## src/rtl/layer_bias_pkg.sv

```systemverilog
`default_nettype none
// ============================================================================
// Module   : layer_bias_pkg
// Purpose  : Shared defaults for the bias/accumulate layer stage: lane width,
//            accumulator width, 18-bit saturation limits and the helper that
//            locates a lane inside a packed lane vector.
// Revision : 1.0 - initial release
// ============================================================================
package layer_bias_pkg;

    localparam int DATA_W  = 18;
    localparam int ACC_W   = 24;

    // Saturation limits for a DATA_W-bit two's complement lane.
    localparam int SAT_MAX = (2 ** (DATA_W - 1)) - 1;
    localparam int SAT_MIN = -(2 ** (DATA_W - 1));

    // Low bit position of lane `lane` in a vector packed lane 0 first.
    function automatic int lane_lo(input int lane, input int width);
        return lane * width;
    endfunction

endpackage
`default_nettype wire

```

## src/rtl/bias_acc_lane.sv

```systemverilog
`default_nettype none
// ============================================================================
// Module   : bias_acc_lane
// Purpose  : One lane of the bias accumulator. Holds the running partial sum,
//            seeds it with the bias on the first pass, and presents the
//            clamped (and optionally ReLU'd) result of the current beat plus
//            a flag showing that the clamp engaged.
// Config   : BIAS_ACC_RELU_EN - when defined, negative results output 0.
// Revision : 1.0 - initial release
// ============================================================================
import layer_bias_pkg::*;

module bias_acc_lane #(
    parameter int DATA_W   = layer_bias_pkg::DATA_W,
    parameter int ACC_W    = layer_bias_pkg::ACC_W,
    parameter int LANE_MAX = SAT_MAX,
    parameter int LANE_MIN = SAT_MIN
) (
    input  logic              clk,
    input  logic              rst_n,
    input  logic              accept,
    input  logic              use_bias,
    input  logic [DATA_W-1:0] in_lane,
    input  logic [DATA_W-1:0] bias_lane,
    output logic [DATA_W-1:0] result,
    output logic              sat
);

    localparam logic signed [ACC_W-1:0]  HI   = ACC_W'(LANE_MAX);
    localparam logic signed [ACC_W-1:0]  LO   = ACC_W'(LANE_MIN);
    localparam logic        [DATA_W-1:0] HI_D = DATA_W'(LANE_MAX);
    localparam logic        [DATA_W-1:0] LO_D = DATA_W'(LANE_MIN);

    logic signed [ACC_W-1:0] acc;
    logic signed [ACC_W-1:0] in_ext;
    logic signed [ACC_W-1:0] bias_ext;
    logic signed [ACC_W-1:0] base;
    logic signed [ACC_W-1:0] sum;

    assign in_ext   = {{(ACC_W - DATA_W){in_lane[DATA_W-1]}}, in_lane};
    assign bias_ext = {{(ACC_W - DATA_W){bias_lane[DATA_W-1]}}, bias_lane};

    // Sum for this beat, then clamp to the lane range and apply ReLU if built in.
    always_comb begin
        base   = use_bias ? bias_ext : acc;
        sum    = base + in_ext;
        result = sum[DATA_W-1:0];
        sat    = 1'b0;
        if (sum > HI) begin
            result = HI_D;
            sat    = 1'b1;
        end else if (sum < LO) begin
            result = LO_D;
            sat    = 1'b1;
        end
`ifdef BIAS_ACC_RELU_EN
        if (result[DATA_W-1]) begin
            result = '0;
        end
`endif
    end

    // Running partial sum; its value after the final pass is never read.
    always_ff @(posedge clk or negedge rst_n) begin
        if (!rst_n) begin
            acc <= '0;
        end else if (accept) begin
            acc <= sum;
        end
    end

endmodule
`default_nettype wire

```

## src/rtl/bias_accum_stage.sv

```systemverilog
`default_nettype none
// ============================================================================
// Module   : bias_accum_stage
// Purpose  : Accumulates N_PASSES partial-sum beats per output pixel, seeded
//            by the per-lane bias, saturates each lane to DATA_W bits and
//            hands the result on through a one-entry valid/ready register.
//            Only the final beat of a pixel can be held off by a full output.
// Config   : BIAS_ACC_RELU_EN - when defined, negative results output 0.
// Revision : 1.0 - initial release
// ============================================================================
import layer_bias_pkg::*;

module bias_accum_stage #(
    parameter int N_adder_tree  = 16,
    parameter int DATA_W        = layer_bias_pkg::DATA_W,
    parameter int N_PASSES      = 4,
    parameter int ACC_W         = layer_bias_pkg::ACC_W,
    localparam int PASS_W       = (N_PASSES > 1) ? $clog2(N_PASSES) : 1
) (
    input  logic                           clk,
    input  logic                           rst_n,
    input  logic                           in_valid,
    output logic                           in_ready,
    input  logic [N_adder_tree*DATA_W-1:0] in_data,
    input  logic [N_adder_tree*DATA_W-1:0] bias,
    output logic                           out_valid,
    input  logic                           out_ready,
    output logic [N_adder_tree*DATA_W-1:0] out_data,
    output logic [PASS_W-1:0]              pass_idx,
    output logic                           sat_flag
);

    localparam logic [PASS_W-1:0] LAST_PASS = PASS_W'(N_PASSES - 1);
    localparam int                LANE_MAX  = (2 ** (DATA_W - 1)) - 1;
    localparam int                LANE_MIN  = -(2 ** (DATA_W - 1));

    logic                           is_first;
    logic                           is_last;
    logic                           accept;
    logic                           final_accept;
    logic [N_adder_tree*DATA_W-1:0] lane_result;
    logic [N_adder_tree-1:0]        lane_sat;

    // With N_PASSES==1 both flags are always true, so the bias seeds the
    // single (final) beat as well.
    assign is_first     = (pass_idx == '0);
    assign is_last      = (pass_idx == LAST_PASS);

    // Only the final beat needs the output slot; no path from in_valid.
    assign in_ready     = !(is_last && out_valid && !out_ready);
    assign accept       = in_valid && in_ready;
    assign final_accept = accept && is_last;

    generate
        for (genvar i = 0; i < N_adder_tree; i++) begin : g_lane
            bias_acc_lane #(
                .DATA_W   (DATA_W),
                .ACC_W    (ACC_W),
                .LANE_MAX (LANE_MAX),
                .LANE_MIN (LANE_MIN)
            ) u_lane (
                .clk       (clk),
                .rst_n     (rst_n),
                .accept    (accept),
                .use_bias  (is_first),
                .in_lane   (in_data[lane_lo(i, DATA_W) +: DATA_W]),
                .bias_lane (bias[lane_lo(i, DATA_W) +: DATA_W]),
                .result    (lane_result[lane_lo(i, DATA_W) +: DATA_W]),
                .sat       (lane_sat[i])
            );
        end
    endgenerate

    // Beat counter: advances on every accepted beat, wraps after the final pass.
    always_ff @(posedge clk or negedge rst_n) begin
        if (!rst_n) begin
            pass_idx <= '0;
        end else if (accept) begin
            pass_idx <= is_last ? '0 : pass_idx + 1'b1;
        end
    end

    // Output register: a final beat reloads it even while it is being drained.
    always_ff @(posedge clk or negedge rst_n) begin
        if (!rst_n) begin
            out_valid <= 1'b0;
            out_data  <= '0;
        end else if (final_accept) begin
            out_valid <= 1'b1;
            out_data  <= lane_result;
        end else if (out_ready) begin
            out_valid <= 1'b0;
        end
    end

    // Sticky record of any lane clamping on a final pass.
    always_ff @(posedge clk or negedge rst_n) begin
        if (!rst_n) begin
            sat_flag <= 1'b0;
        end else if (final_accept && |lane_sat) begin
            sat_flag <= 1'b1;
        end
    end

endmodule
`default_nettype wire

```

## config.mk

```make
export PLATFORM = sky130hd
export DESIGN_NAME = bias_accum_stage
export DESIGN_NICKNAME = d
export VERILOG_FILES = /design/src/rtl/layer_bias_pkg.sv /design/src/rtl/bias_acc_lane.sv /design/src/rtl/bias_accum_stage.sv
export SDC_FILE = /design/constraint.sdc
export NUM_CORES = 2
export LEC_CHECK = 0
export ABC_CLOCK_PERIOD_IN_PS = 17600
export CORE_AREA = 2 2 337 339
export CTS_CLUSTER_DIAMETER = 120
export CTS_CLUSTER_SIZE = 12
export DETAILED_ROUTE_END_ITERATION = 10
export DIE_AREA = 0 0 339 341
export DONT_BUFFER_PORTS = 1
export HOLD_SLACK_MARGIN = 0.08
export SLEW_MARGIN = 20
export SYNTH_ARGS = -nofsm -noshare
export SYNTH_HDL_FRONTEND = slang
export SYNTH_SLANG_ARGS = --single-unit
```

## constraint.sdc

```tcl
create_clock -name clk -period 17.6 [get_ports clk]
set_clock_uncertainty 0.1 [all_clocks]
set_input_delay 3.52 -clock clk [delete_from_list [all_inputs] [get_ports clk]]
set_output_delay 3.52 -clock clk [all_outputs]
set_load 0.03 [all_outputs]
```

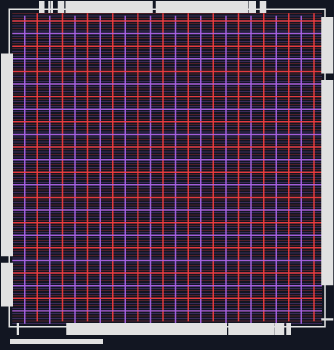
power_grid.png
Bar = 100 µm. Pins as bars on the die edge.
VSS: marked purple. VDD: marked red.
124 met1 rails follow the rows. The core has 123 rows. 873 signal pins sit on the boundary.

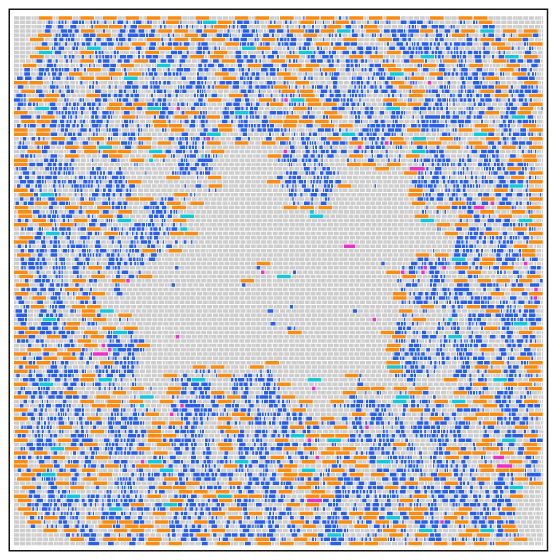
placement_by_type.png
Fill, decap, tap and diode cells in gray.
combinational and other logic: marked blue, cells 4458, share of their area 62%. other buffers and delay cells: marked magenta, cells 36, share of their area 0.77%. flops: marked orange, cells 676, share of their area 34%. clock drivers and dummy loads: marked cyan, cells 76, share of their area 3.5%.

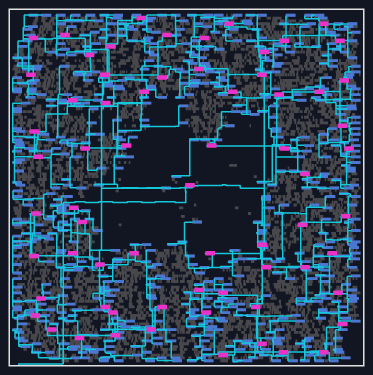
clk_routes.png
flip-flops: marked blue, count 676. clock wires: marked cyan, length 10800 µm. clock drivers: marked magenta, count 67.
There are 68 routed clock nets. Position of the flops: widely spread.

[flip-flops by register name, indices dropped and copies added (netlist names)]
name	flops
out_data	288
out_valid	1
g_lane.u_lane.acc	384
pass_idx	2
sat_flag	1
[final cells by class]
cell class	count	area, µm²
antenna	29	72.57
clock buffer	71	1744
clock inverter	5	42.54
fill	10810	59470
inverter	211	792.0
multi-input combinational	4247	30580
sequential	676	16920
tap	1500	1877
timing repair buffer	36	387.9
[cell usage in the layout, fill, tap and decap left out, types with 45 or more instances in the layout]
cell	netlist	routed
a211oi_1	45	45
a21o_1	143	143
a21oi_1	480	480
clkbuf_16	0	69
dfrtp_1	676	676
ha_1	398	397
inv_1	211	211
mux2_2	511	511
nand2_1	585	584
nand2b_1	60	60
nand3_1	86	85
nor2_1	203	203
nor3_1	50	50
o211ai_1	103	103
o21a_1	101	101
o21ai_0	602	602
xnor2_1	197	197
xor2_1	137	137
[per-layer routing]
layer / track usage [%] / up-vias / part of all wire [%]
met1: 31.30 / 19120 / 42
met5: 0 / - / 0.12
met3: 6.105 / 259 / 6.6
met2: 42.78 / 1062 / 48
li1: - / 19210 / -
met4: 9.148 / 28 / 3.3
[cells by family after synthesis]
kind of cell,after synthesis
AOI/OAI and AO/OA,1762
and+or+nand+nor,1216
DFF,676
muxes,521
buffers and inverters,468
adders and majority gates,414
xor gates and xnor gates,334
[per-stage QoR]
stage          cells  setup slack [ns]  util [%]
5_1_grt         6770             9.644     46.83
3_5_place_dp    6666             9.411     45.09
3_3_place_gp    6666             9.381     45.06
6_report        6775             10.05     46.85
2_1_floorplan   5391             10.12         -
4_1_cts         6742             10.04     46.68
[worst max-delay path by stage]
| stage | start | slack [ns] | endpoint |
|---|---|---|---|
| after global routing | pass_idx[0] | 9.64 | sat_flag |
| after floorplan | out_ready | 10.12 | in_ready |
| final | out_ready | 10.05 | in_ready |
| after CTS | out_ready | 10.04 | in_ready |
| after detailed placement | bias[216] | 9.41 | sat_flag |
| after global placement | bias[0] | 9.38 | sat_flag |
==> run summary <==
Reports from this run.

- The number of synthesized flops with an enable pin reads 0.
- The die outline width is 339 µm.
- The max-slew violation count reads 0.
- The area reported by Yosys stat reads 49160 µm².
- The post-layout period usage of the worst path is 42.89%.
- For the worst setup path, the data arrival time is 3.93 ns.
- The core footprint reads 111900 µm².
- The share of the Yosys chip area taken by registers is 34.41%.
- The count of endpoints failing hold in the final timing report reads 0.
- On the final layout, the worst hold slack is 0.3730 ns.
- The combined buffer and inverter count along the critical path is 0.
- The hold path startpoint reads g_lane[13].u_lane.acc[3].
- Among cell families on the critical path, the largest total delay comes from simple AND/OR/NAND/NOR gates.
- The average routed wire per standard cell is 22.30 µm.
- The most used standard cell by instance count after synthesis reads dfrtp_1.
- The most instantiated flip-flop cell in the synthesis netlist is dfrtp_1.
- The critical path in this run is classified as in -> out.
- The post-detailed-route via-to-cell ratio reads 5.857.
- According to the timing report, the data required time at the worst endpoint equals 13.98 ns.
- The count of boundary I/O pins reads 873.
- Setup repair after global routing left no endpoint under its margin.
- The number of buffers created by CTS reads 67.
- The final report gives the standard cell area, fillers excluded, as 52410 µm².
- The setup TNS after final layout is 0 ns.
- The total of warnings raised by yosys is 0.
- The total stage count of the critical path is 1.
- The number of nets in the finished design is 6233.
- The first global-routing pass estimated 232.7 mm of wire.
- The area fraction in mux cells reads 11.91%.
- The delay of the slowest critical-path stage is 0.41 ns.
- The DRC violation total left in the routed layout is recorded as 0.
- Synthesis inferred 676 register bits.
- The iteration count recorded for the first detailed-route pass is 5.
- In this run the remaining antenna-violating nets after routing total 0.
- According to the CTS report, the clock sink count is 676.
- The tally of max-capacitance violations reads 0.
- The final weighted congestion in routability-driven placement is 0.9306.
- The area share of fa/ha/maj cells after synthesis is 10.78%.
- The via count is 39680.
- The H-tree depth reported by CTS is 3.
- The clock transition at the registers of the reported paths reads 0.06 ns.
- The height of the die is 341 µm.
- The chip occupies 115600 µm².
- The synthesis report lists the most area-consuming cells as dfrtp_1 (34%), mux2_2 (12%), ha_1 (10%), o21ai_0 (6.1%), a21oi_1 (4.9%).
- The tool warning count reads 75.
- The cell count after synthesis came out at 5391.
- The hold buffer count at cts reads 0.
- The register-to-register setup slack reads 10.17 ns.
- Of the total synthesized cell area, the portion taken by AND-OR and OR-AND cells is 22.04%.
- The tightest slew margin relative to the limit is 31.80%.
- The signal on the critical path passes through nand3b_1.
- The run finished with clean final reports.
- The cell total in the yosys stat output reads 5391.
- The portion of synthesized cell area occupied by the leading cell type is 34.41%.
- The worst hold path stage count reads 2.
- The cell area after technology mapping reads 49160 µm².
- The share of cells above drive strength 1 reads 12.96%.
- Looking at the hold checks, the worst path lands on g_lane[13].u_lane.acc[3].
- STA classifies the critical path endpoint as an output pin.
- After global routing the overflow that remains totals 0.
- The worst flop-to-flop path startpoint reads pass_idx[0].
- At the later pin of the worst-skew pair, clock insertion delay measures 0.63 ns.
